--- src/rtl/uart_pkg.sv ---
// Shared UART definitions: FSM state encoding and default frame constants.
// Latency: n/a (types and constants only).
// Backpressure: n/a; used by both the TX sequencer and the RX path.
package uart_pkg;

  typedef enum logic [2:0] {
    IDLE   = 3'd0,
    START  = 3'd1,
    DATA   = 3'd2,
    PARITY = 3'd3,
    STOP   = 3'd4
  } uart_state_e;

  localparam int NB_DATA_DFLT    = 8;
  localparam int OVERSAMPLE_DFLT = 16;
  localparam int SB_TICK_DFLT    = 16;

endpackage

--- src/rtl/uart_tx_ctrl.sv ---
// UART transmit sequencer: start, NB_DATA bits LSB-first, optional parity, stop.
// Latency: start bit on the line the cycle after the accept edge; o_done one cycle after the last stop tick.
// Backpressure: o_ready only in IDLE; i_valid is ignored (not queued) while a frame is in flight.
module uart_tx_ctrl
  import uart_pkg::*;
#(
  parameter int NB_DATA    = NB_DATA_DFLT,
  parameter int OVERSAMPLE = OVERSAMPLE_DFLT,
  parameter int SB_TICK    = SB_TICK_DFLT,
  parameter int PARITY_EN  = 0,
  parameter int PARITY_ODD = 0
) (
  input  logic               i_clk,
  input  logic               i_reset,
  input  logic               i_tick,
  input  logic               i_valid,
  input  logic [NB_DATA-1:0] i_data,
  output logic               o_ready,
  output logic               o_tx,
  output logic               o_done,
  output logic               o_busy
);

  // One tick counter serves both the bit periods and the (possibly longer) stop period.
  localparam int S_MAX = (OVERSAMPLE > SB_TICK) ? OVERSAMPLE : SB_TICK;
  localparam int S_W   = $clog2(S_MAX);
  localparam int N_W   = $clog2(NB_DATA);

  localparam logic [S_W-1:0] OS_LAST = S_W'(OVERSAMPLE - 1);
  localparam logic [S_W-1:0] SB_LAST = S_W'(SB_TICK - 1);
  localparam logic [N_W-1:0] N_LAST  = N_W'(NB_DATA - 1);

  uart_state_e        state_q, state_d;
  logic [S_W-1:0]     s_cnt_q, s_cnt_d;
  logic [N_W-1:0]     n_cnt_q, n_cnt_d;
  logic [NB_DATA-1:0] shift_q, shift_d;
  logic               par_q, par_d;
  logic               tx_q, tx_d;
  logic               done_q, done_d;

  // State and datapath registers; reset parks the line idle-high with no done pulse.
  always_ff @(posedge i_clk) begin
    if (i_reset) begin
      state_q <= IDLE;
      s_cnt_q <= '0;
      n_cnt_q <= '0;
      shift_q <= '0;
      par_q   <= 1'b0;
      tx_q    <= 1'b1;
      done_q  <= 1'b0;
    end else begin
      state_q <= state_d;
      s_cnt_q <= s_cnt_d;
      n_cnt_q <= n_cnt_d;
      shift_q <= shift_d;
      par_q   <= par_d;
      tx_q    <= tx_d;
      done_q  <= done_d;
    end
  end

  // Next-state and counter logic; nothing advances without i_tick except the IDLE accept.
  always_comb begin
    state_d = state_q;
    s_cnt_d = s_cnt_q;
    n_cnt_d = n_cnt_q;
    shift_d = shift_q;
    par_d   = par_q;
    done_d  = 1'b0;
    case (state_q)
      IDLE: begin
        if (i_valid) begin
          shift_d = i_data;
          par_d   = (^i_data) ^ (PARITY_ODD != 0);
          s_cnt_d = '0;
          state_d = START;
        end
      end
      START: begin
        if (i_tick) begin
          if (s_cnt_q == OS_LAST) begin
            s_cnt_d = '0;
            n_cnt_d = '0;
            state_d = DATA;
          end else begin
            s_cnt_d = s_cnt_q + S_W'(1);
          end
        end
      end
      DATA: begin
        if (i_tick) begin
          if (s_cnt_q == OS_LAST) begin
            shift_d = shift_q >> 1;
            s_cnt_d = '0;
            if (n_cnt_q == N_LAST) begin
              state_d = (PARITY_EN != 0) ? PARITY : STOP;
            end else begin
              n_cnt_d = n_cnt_q + N_W'(1);
            end
          end else begin
            s_cnt_d = s_cnt_q + S_W'(1);
          end
        end
      end
      PARITY: begin
        if (i_tick) begin
          if (s_cnt_q == OS_LAST) begin
            s_cnt_d = '0;
            state_d = STOP;
          end else begin
            s_cnt_d = s_cnt_q + S_W'(1);
          end
        end
      end
      STOP: begin
        if (i_tick) begin
          if (s_cnt_q == SB_LAST) begin
            s_cnt_d = '0;
            state_d = IDLE;
            done_d  = 1'b1;
          end else begin
            s_cnt_d = s_cnt_q + S_W'(1);
          end
        end
      end
      default: state_d = IDLE;
    endcase
  end

  // Line level is decoded from the next state so o_tx flips on the same edge as the state.
  always_comb begin
    tx_d = 1'b1;
    case (state_d)
      START:   tx_d = 1'b0;
      DATA:    tx_d = shift_d[0];
      PARITY:  tx_d = par_d;
      default: tx_d = 1'b1;
    endcase
  end

  assign o_ready = (state_q == IDLE);
  assign o_busy  = (state_q != IDLE);
  assign o_tx    = tx_q;
  assign o_done  = done_q;

endmodule

--- config.mk ---
export PLATFORM = sky130hd
export DESIGN_NAME = uart_tx_ctrl
export DESIGN_NICKNAME = d
export VERILOG_FILES = /design/src/rtl/uart_pkg.sv /design/src/rtl/uart_tx_ctrl.sv
export SDC_FILE = /design/constraint.sdc
export NUM_CORES = 1
export LEC_CHECK = 0
export CAP_MARGIN = 20
export CORE_AREA = 2 2 56 58
export CTS_CLUSTER_DIAMETER = 50
export DETAILED_ROUTE_END_ITERATION = 10
export DIE_AREA = 0 0 58 60
export SYNTH_ARGS = -nofsm -noshare
export SYNTH_HDL_FRONTEND = slang
export SYNTH_SLANG_ARGS = --single-unit
--- constraint.sdc ---
create_clock -name i_clk -period 3.85 [get_ports i_clk]
set_input_delay 0.9625 -clock i_clk [delete_from_list [all_inputs] [get_ports i_clk]]
set_output_delay 0.9625 -clock i_clk [all_outputs]
set_load 0.01 [all_outputs]
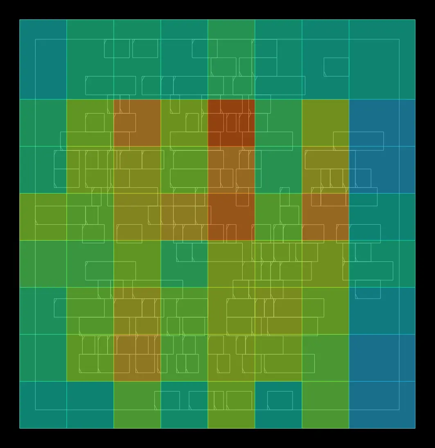
Fig. 1. Track usage over the die.
met2 GRT Util: 20.9%
All-Layer GR Usage: 13.3%
post-layout utilization of the core: 44.3%
M1 GR Usage: 17.5%

==> results_dict.tcl <==
# yosys + openroad results
set metrics [dict create \
    status "completed" \
    hold_slack_ns 0.461 \
    seq_area_um2 420 \
    inverters 3 \
    regMostFlops "shift_q" \
    slew_headroom_pct 53.8 \
    ys_cells 125 \
    cp_num_cells 2 \
    crit_chain "nor3_1 -> clkdlybuf4s50_1" \
    io_buffers 15 \
    ff2ff_setup_slack_ns 1.98 \
    drc 0 \
    mi_logic_area_um2 628 \
    nFillCells 290 \
    drt-wirelength-per-cell_um 12.4 \
    fmax_mhz 371 \
    yosysSeqAreaShare_pct 38.8 \
    lay_top_count "dfxtp_1" \
    gp_routability_congestion 0.736 \
    clockBufferDepth 2 \
    comb_power_share_pct 16.9 \
    dr_wl_met2_um 1040 \
    skew_ns 0.00192 \
    xor_area_share_pct 5.66 \
    clk_share_pct 2.04 \
    min_path_cells 2 \
    synth.mux.area_fraction_pct 2.89 \
    yosys.cell_count.top_type "dfxtp_1" \
    dp_slack_ns 1.19 \
    drt-total-wl_um 2150 \
    timing.rr.start "n_cnt_q[0]" \
    p_seq_uw 233 \
    ff_type "dfxtp_1" \
    min_period_over_period_pct 70.1 \
    slew_viol_final 0 \
    tool_warnings 26 \
    diodes 0 \
    synthCells 125 \
    synth-edff-count 0 \
    ys_sh_simple_pct 24.7 \
    placed_area_um2 1260 \
    rows 20 \
    total_power_uw 410 \
    cts_tree "yes" \
    startpoint "state_q[2]" \
    final_cell_mix "21 x dfxtp_1, 16 x a21oi_1, 15 x clkdlybuf4s50_1" \
    peakVddDrop_mv 0.235 \
    final.min_clock_period_ns 2.70 \
    final_area_um2 1280 \
    vias_per_cell 5.46 \
    grt.busiest_layer "met2" \
    syn_area_um2 1080 \
    largest_reg_flops 8 \
    drt_iter0_drc 35 \
    wl_met3_um 101 \
    drt-met1-wl_um 996 \
    holdPathEnd "shift_q[5]" \
    sh_seq_area_pct 32.7 \
    placedCellCount 169 \
]
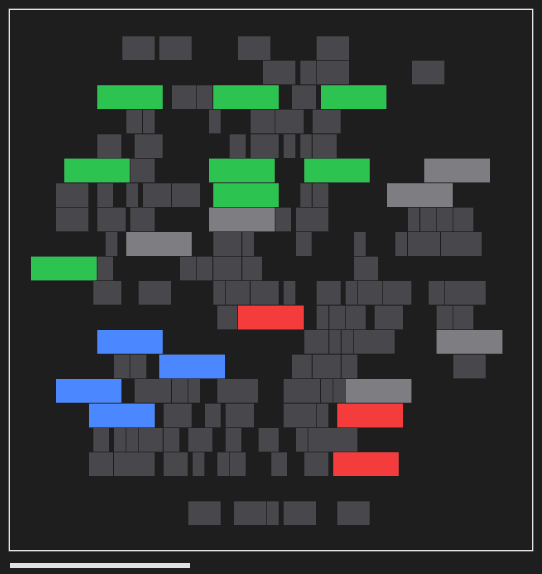
Fig. 2. Where the registers sit.
The bar under the picture is 20 um long. Other sequential cells in the stronger grey, the rest of the logic in the fainter grey.
- blue: s_cnt_q (placed flops 4)
- green: shift_q (placed flops 8)
- red: state_q (placed flops 3)
- not coloured: 6

